==> config.mk <==
export PLATFORM = sky130hd
export DESIGN_NAME = demux_rr_sched
export DESIGN_NICKNAME = d
export VERILOG_FILES = /design/src/rtl/demux_sched_pkg.sv /design/src/rtl/rr_pick8.sv /design/src/rtl/demux_rr_sched.sv
export SDC_FILE = /design/constraint.sdc
export NUM_CORES = 1
export LEC_CHECK = 0
export ABC_CLOCK_PERIOD_IN_PS = 9700
export CORE_MARGIN = 4
export CORE_UTILIZATION = 50
export CTS_BUF_LIST = sky130_fd_sc_hd__clkbuf_2 sky130_fd_sc_hd__clkbuf_4 sky130_fd_sc_hd__clkbuf_8
export DETAILED_ROUTE_END_ITERATION = 8
export PLACE_DENSITY = 0.83
export SLEW_MARGIN = 20
export SYNTH_ARGS = -nofsm -noshare
export SYNTH_HDL_FRONTEND = slang
export SYNTH_SLANG_ARGS = --single-unit
==> constraint.sdc <==
create_clock -name clk -period 9.7 [get_ports clk]
set_input_delay 2.425 -clock clk [delete_from_list [all_inputs] [get_ports clk]]
set_output_delay 2.425 -clock clk [all_outputs]
set_load 0.05 [all_outputs]
**Run 1: routing congestion map**

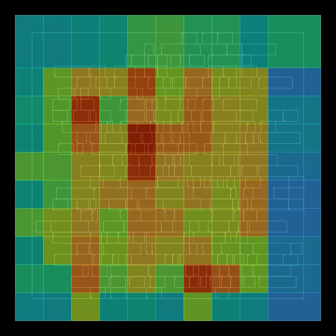
global routing usage on met3: 3.34%
post-route core utilization: 58.4%
most used routing layer: met1
met2 GRT Util: 29.5%
met1 usage: 30.7%

**Run 1: sizing map**

Bar = 20 um.
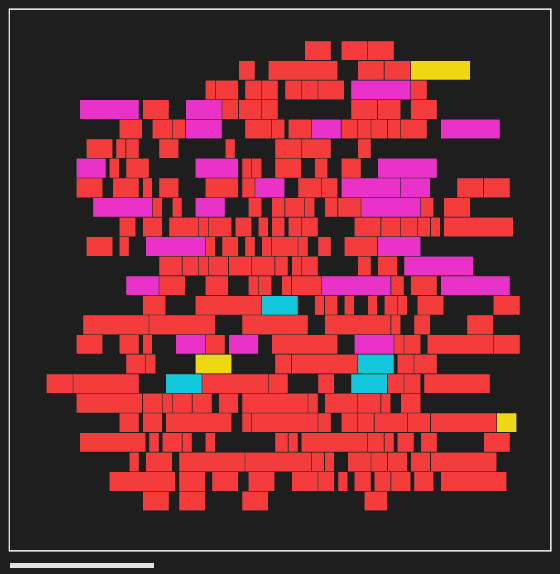
Key: magenta = x2 [cells 24, share 9.7%]; red = x1 and smaller [cells 216, share 87%]; yellow = x3 and x4 [cells 3, share 1.2%]; cyan = x6 and larger [cells 4, share 1.6%]
fin worst setup slack: 4.78 ns
Area growth, synth to finish: 13.1%
post-route cell area: 0.00254 sq mm

**Run 1: the metal 2 layer**

Bar = 20 um.
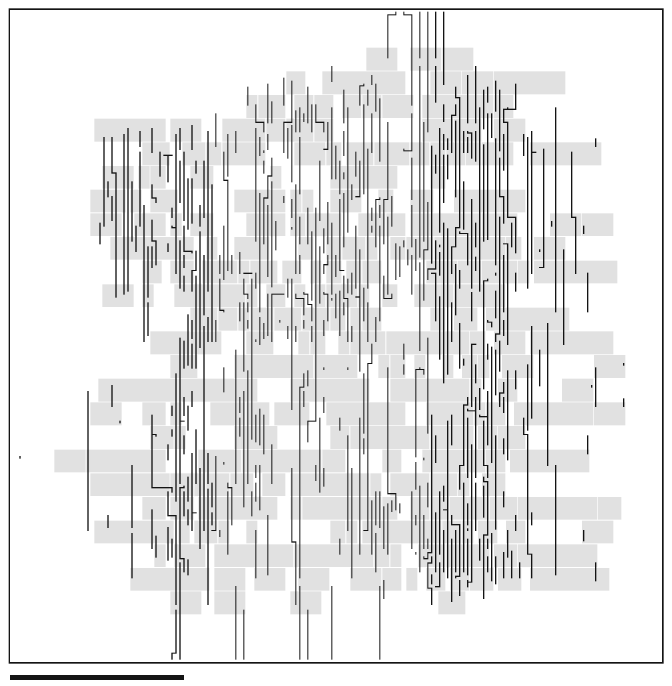
231 nets have wire on it. The wires run mostly vertical. The layer holds 46% of the routed length. The longest straight run is 24.5 um.
DR vias: 1,975
WL final: 5420 um

==> out/results.tsv, run 1 <==
stage	metric	value	unit
status	status	finished, final reports clean	
clock_tree	Latency at later pin	0.27	ns
worst_setup_path	WP data arrival	5.05	ns
grt	Total GRT Usage	19.6	%
worst_setup_path	worst setup path class	input port to flop	
timing	Setup Skew	0.00152	ns
synth	ys flops	26	
timing	Final setup viols	0	
place	Placement Setup Slack	4.52	ns
synth	Main logic family	multiplexers	
timing	sum of negative setup slack	0	ns
synth	synthesized area	0.00225	sq mm
timing	Relative slew margins	32.5	%
place	I/O Buffers	22	
clock_tree	CTS root buf	clkbuf_8	
worst_setup_path	worst r2r path cells	7	
worst_setup_path	R2R Setup Slk	5.92	ns
synth	ys cells	232	
place	RePlAce Congestion	0.941	
clock_tree	total CTS buffers	3	
synth	xor/xnor share	3.40	%
synth	syn_area_per_cell	9.68	sq um
cells_and_area	share of cells above drive strength 1	12.6	%
job	Log Warnings	28	
timing	fin crit period	4.92	ns
clock_tree	clock sinks	26	
cells_and_area	Nets	262	
detailed_routing	DRT Pass-1 Iters	4	
clock_tree	clock buffer depth	2	
floorplan	I/O pins	23	
clock_tree	CTS tree	yes	
floorplan	Init Core Util	51.6	%
cells_and_area	number of diodes	0	
floorplan	Die Span Y	75.0	um
grt	Remaining Overflow, GRT	0	
timing	worst-margin pin slew	1.01	ns
detailed_routing	drt wl/cell	18.1	um
grt	first-pass GRT wire length	8680	um
detailed_routing	antenna viol nets, final	0	
synth	Mapped Cells	232	
## run 1: worst max-delay path: stages
cell             delay (ns)
clkdlybuf4s50_1        0.56
mux2i_1                0.60
mux2i_1                0.18
mux2_2                 0.32
o21a_1                 0.21
o311ai_1               0.57
o31ai_1                0.19
## run 1: layer usage
metal	wire [um]	global-route usage (%)	up-vias	share of wire (%)
met2	2470	29.5	69	46
met1	2530	30.7	974	47
met3	387	3.34	4	7.1
met5	0	0	-	0
li1	-	-	928	-
met4	30	1.78	0	0.55
## run 1: synth_stat cells, drive strengths merged, types with 3 or more instances
master  number
nand2       26
dfrtp       23
mux2i       16
o31ai       12
mux4        10
nor2         9
o21ai        9
mux2         8
a21oi        7
buf          7
inv          7
nand2b       7
nor2b        7
xnor2        7
and2         6
nand3        6
a211oi       5
clkbuf       5
nand4        5
ha           4
a31oi        3
dfstp        3
nor3         3
o211ai       3
## run 1: final cells by class
cell class                      count  area [sq um]
Sequential cell                    26           654
Clock buffer                        4          55.1
Inverter                            7          26.3
Tap cell                           52          65.1
Fill cell                         365          1810
Multi-Input combinational cell    187          1510
Timing Repair Buffer               23           228
## run 1: cells in the final DEF, fill, tap and decap left out, types with 3 or more instances in the layout
master	n
nor2_1	9
o31ai_1	12
a211oi_1	4
xnor2_1	5
and2_1	6
dfstp_2	3
nor3_1	3
clkdlybuf4s50_1	22
mux2i_1	13
nand4_1	5
clkbuf_8	4
inv_1	7
ha_1	4
a31oi_1	3
mux4_2	8
o21ai_1	3
nand3_1	6
nor2b_1	7
a21oi_1	7
nand2b_1	7
o21ai_0	6
dfrtp_1	23
nand2_1	26
mux2_2	7
o211ai_1	3
**Run 1: a small window of the routed layout**

Bar = 10 um. Window x 18 to 58, y 3 to 43 um. Cells in gray, sequential cells in the stronger gray; small squares are vias.
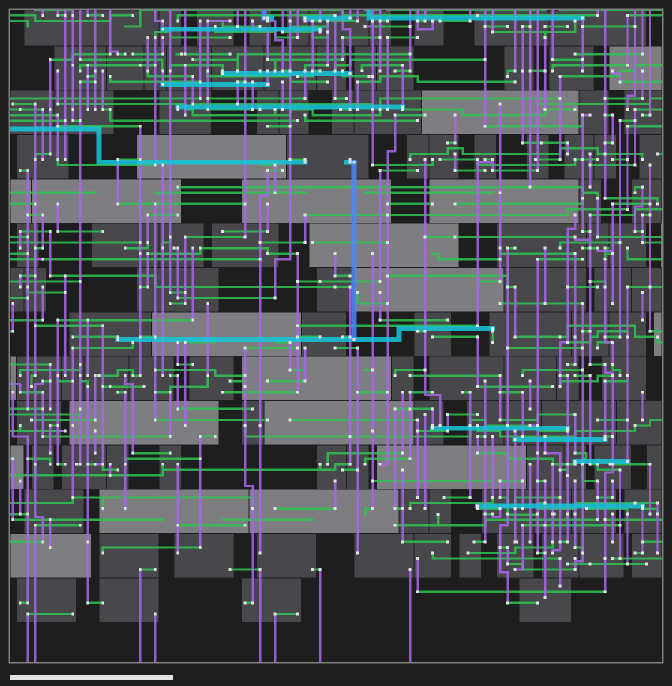

## Run 2: what changed since run 1
--- a/config.mk
+++ b/config.mk
@@ -5,12 +5,12 @@
 export SDC_FILE = /design/constraint.sdc
 export NUM_CORES = 1
 export LEC_CHECK = 0
-export ABC_CLOCK_PERIOD_IN_PS = 9700
+export ABC_CLOCK_PERIOD_IN_PS = 4000
 export CORE_MARGIN = 4
 export CORE_UTILIZATION = 50
 export CTS_BUF_LIST = sky130_fd_sc_hd__clkbuf_2 sky130_fd_sc_hd__clkbuf_4 sky130_fd_sc_hd__clkbuf_8
 export DETAILED_ROUTE_END_ITERATION = 8
-export PLACE_DENSITY = 0.83
+export PLACE_DENSITY = 0.85
 export SLEW_MARGIN = 20
 export SYNTH_ARGS = -nofsm -noshare
 export SYNTH_HDL_FRONTEND = slang
==> constraint.sdc (replaced) <==
create_clock -name clk -period 4 [get_ports clk]
set_input_delay 1 -clock clk [delete_from_list [all_inputs] [get_ports clk]]
set_output_delay 1 -clock clk [all_outputs]
set_load 0.05 [all_outputs]
**Run 2: a small window of the routed layout**

Bar = 10 um. Window x 18 to 58, y 3 to 43 um. Cells in gray, sequential cells in the stronger gray; small squares are vias.
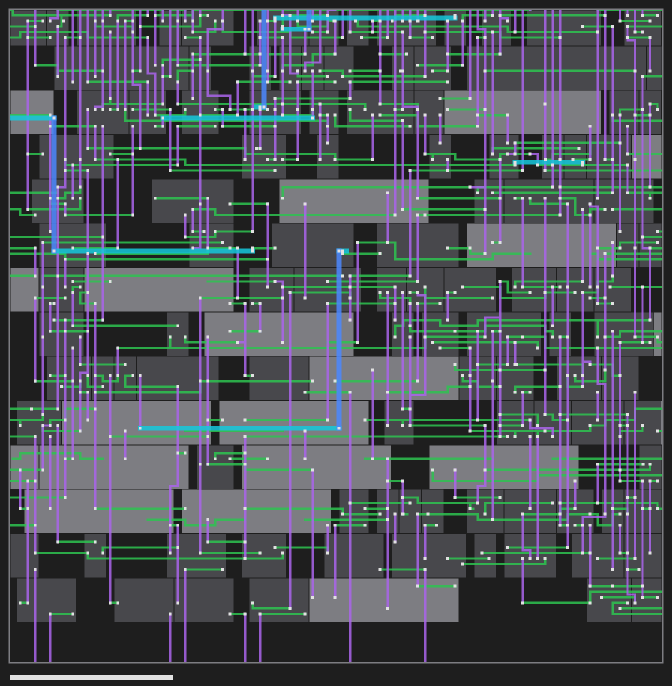
Key: green = M1; cyan = M3; blue = M4; purple = M2
Most frequent: nand2_1 (15), dfrtp_1 (13), o31ai_1 (8). 121 logic cells have their middle in the window. Sequential cells in the window: 14.

**Run 2: routing congestion map**

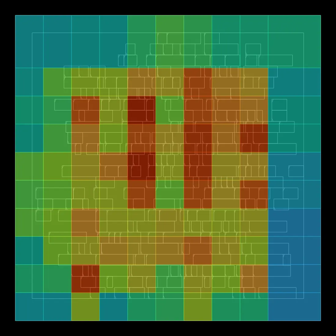
Total GRT Usage: 21.0%
drt wl/cell: 18.6 um

**Run 2: met1 routing**

Bar = 20 um. Supply wires on this layer in gray.
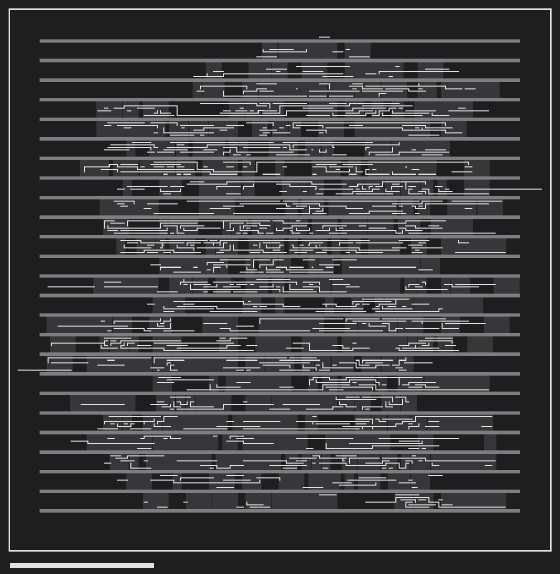
The wires run mostly horizontal. The layer holds 46% of the routed length. 242 nets have wire on it.
met1 usage: 30.1%
DR vias: 2,004

==> out/results.tsv, run 2 <==
stage	metric	value	unit	change
cells_and_area	Area growth, synth to finish	15.3	%	
detailed_routing	DRT Pass-1 Iters	6		+2
worst_setup_path	WP data arrival	3.64	ns	-1.41 ns
cells_and_area	share of cells above drive strength 1	14.7	%	+2.1 points
cells_and_area	most frequent cells in the layout	nand2_1, dfrtp_1, clkdlybuf4s50_1		
timing	Final setup viols	0		unchanged
synth	top cells by count	nand2_1, dfrtp_1, mux2i_1		
status	status	finished, final reports clean		
worst_setup_path	CP max stage cell	mux4_1		
job	Log Warnings	28		unchanged
timing	Relative slew margins	56.8	%	+24 points
worst_setup_path	CP Cell Sequence	clkdlybuf4s50_1 > mux4_1 > mux2i_1 > nor2_1 > nor4_1 > a211oi_2 > mux2_2		
worst_setup_path	R2R Setup Slk	0.81	ns	-5.11 ns
floorplan	Die Span Y	75.0	um	unchanged
floorplan	I/O pins	23		unchanged
timing	fin crit period	3.48	ns	
synth	ys flops	26		unchanged
timing	worst-margin pin slew	0.637	ns	-0.375 ns
cells_and_area	FILL cells	383		+4.9%
detailed_routing	WL final	5640	um	+4.1%
timing	Setup Skew	0.00436	ns	+0.00284 ns
worst_setup_path	Buf+Inv Stages, Crit Path	1		unchanged
grt	global routing usage on met3	3.60	%	+0.27 points
cells_and_area	most used logic cell in the final layout	nand2_1		
timing	sum of negative setup slack	0	ns	unchanged
grt	first-pass GRT wire length	9230	um	+6.3%
clock_tree	clock sinks	26		unchanged
clock_tree	total CTS buffers	3		unchanged
[run 2: cell count changes in the layout (fill, tap and decap cells not counted)]
cell	before	now
bufinv_16	0	1
buf_2	0	1
clkbuf_8	4	3
buf_4	1	6
clkdlybuf4s50_1	22	21
[run 2: cell families after synthesis]
group / after synthesis / share of synthesized area, %
buffers and inverters: 19 / 3.79
AOI/OAI and AO/OA: 65 / 21.4
DFF: 26 / 29.1
adders and majority gates: 4 / 2.23
xor gates and xnor gates: 7 / 3.40
muxes: 34 / 22.4
and+or+nand+nor: 77 / 17.6
[run 2: final cells by class]
type	count	area, sq um	share of cell area (%)
Clock buffer	3	41.3	1.59
Clock inverter	1	30.0	1.16
Inverter	7	26.3	1.01
Multi-Input combinational cell	187	1510	58.4
Sequential cell	26	654	25.3
Tap cell	52	65.1	2.51
Timing Repair Buffer	28	260	10.0
[run 2: metal layers]
metal / up-vias / share of wire, %
li1: 941 / -
met5: - / 0
met2: 70 / 48
met4: 0 / 0.94
met3: 10 / 5.5
met1: 983 / 46
[run 2: per-stage QoR]
step | area, sq um | setup WS [ns] | cells | hold slack, ns
2_1_floorplan | 2250 | 0.790 | 232 | 0.453
3_3_place_gp | 2520 | 0.414 | 300 | 0.464
3_5_place_dp | 2520 | 0.286 | 300 | 0.465
4_1_cts | 2590 | 0.579 | 304 | 0.486
5_1_grt | 2590 | 0.381 | 304 | 0.501
6_report | 2590 | 0.517 | 304 | 0.481
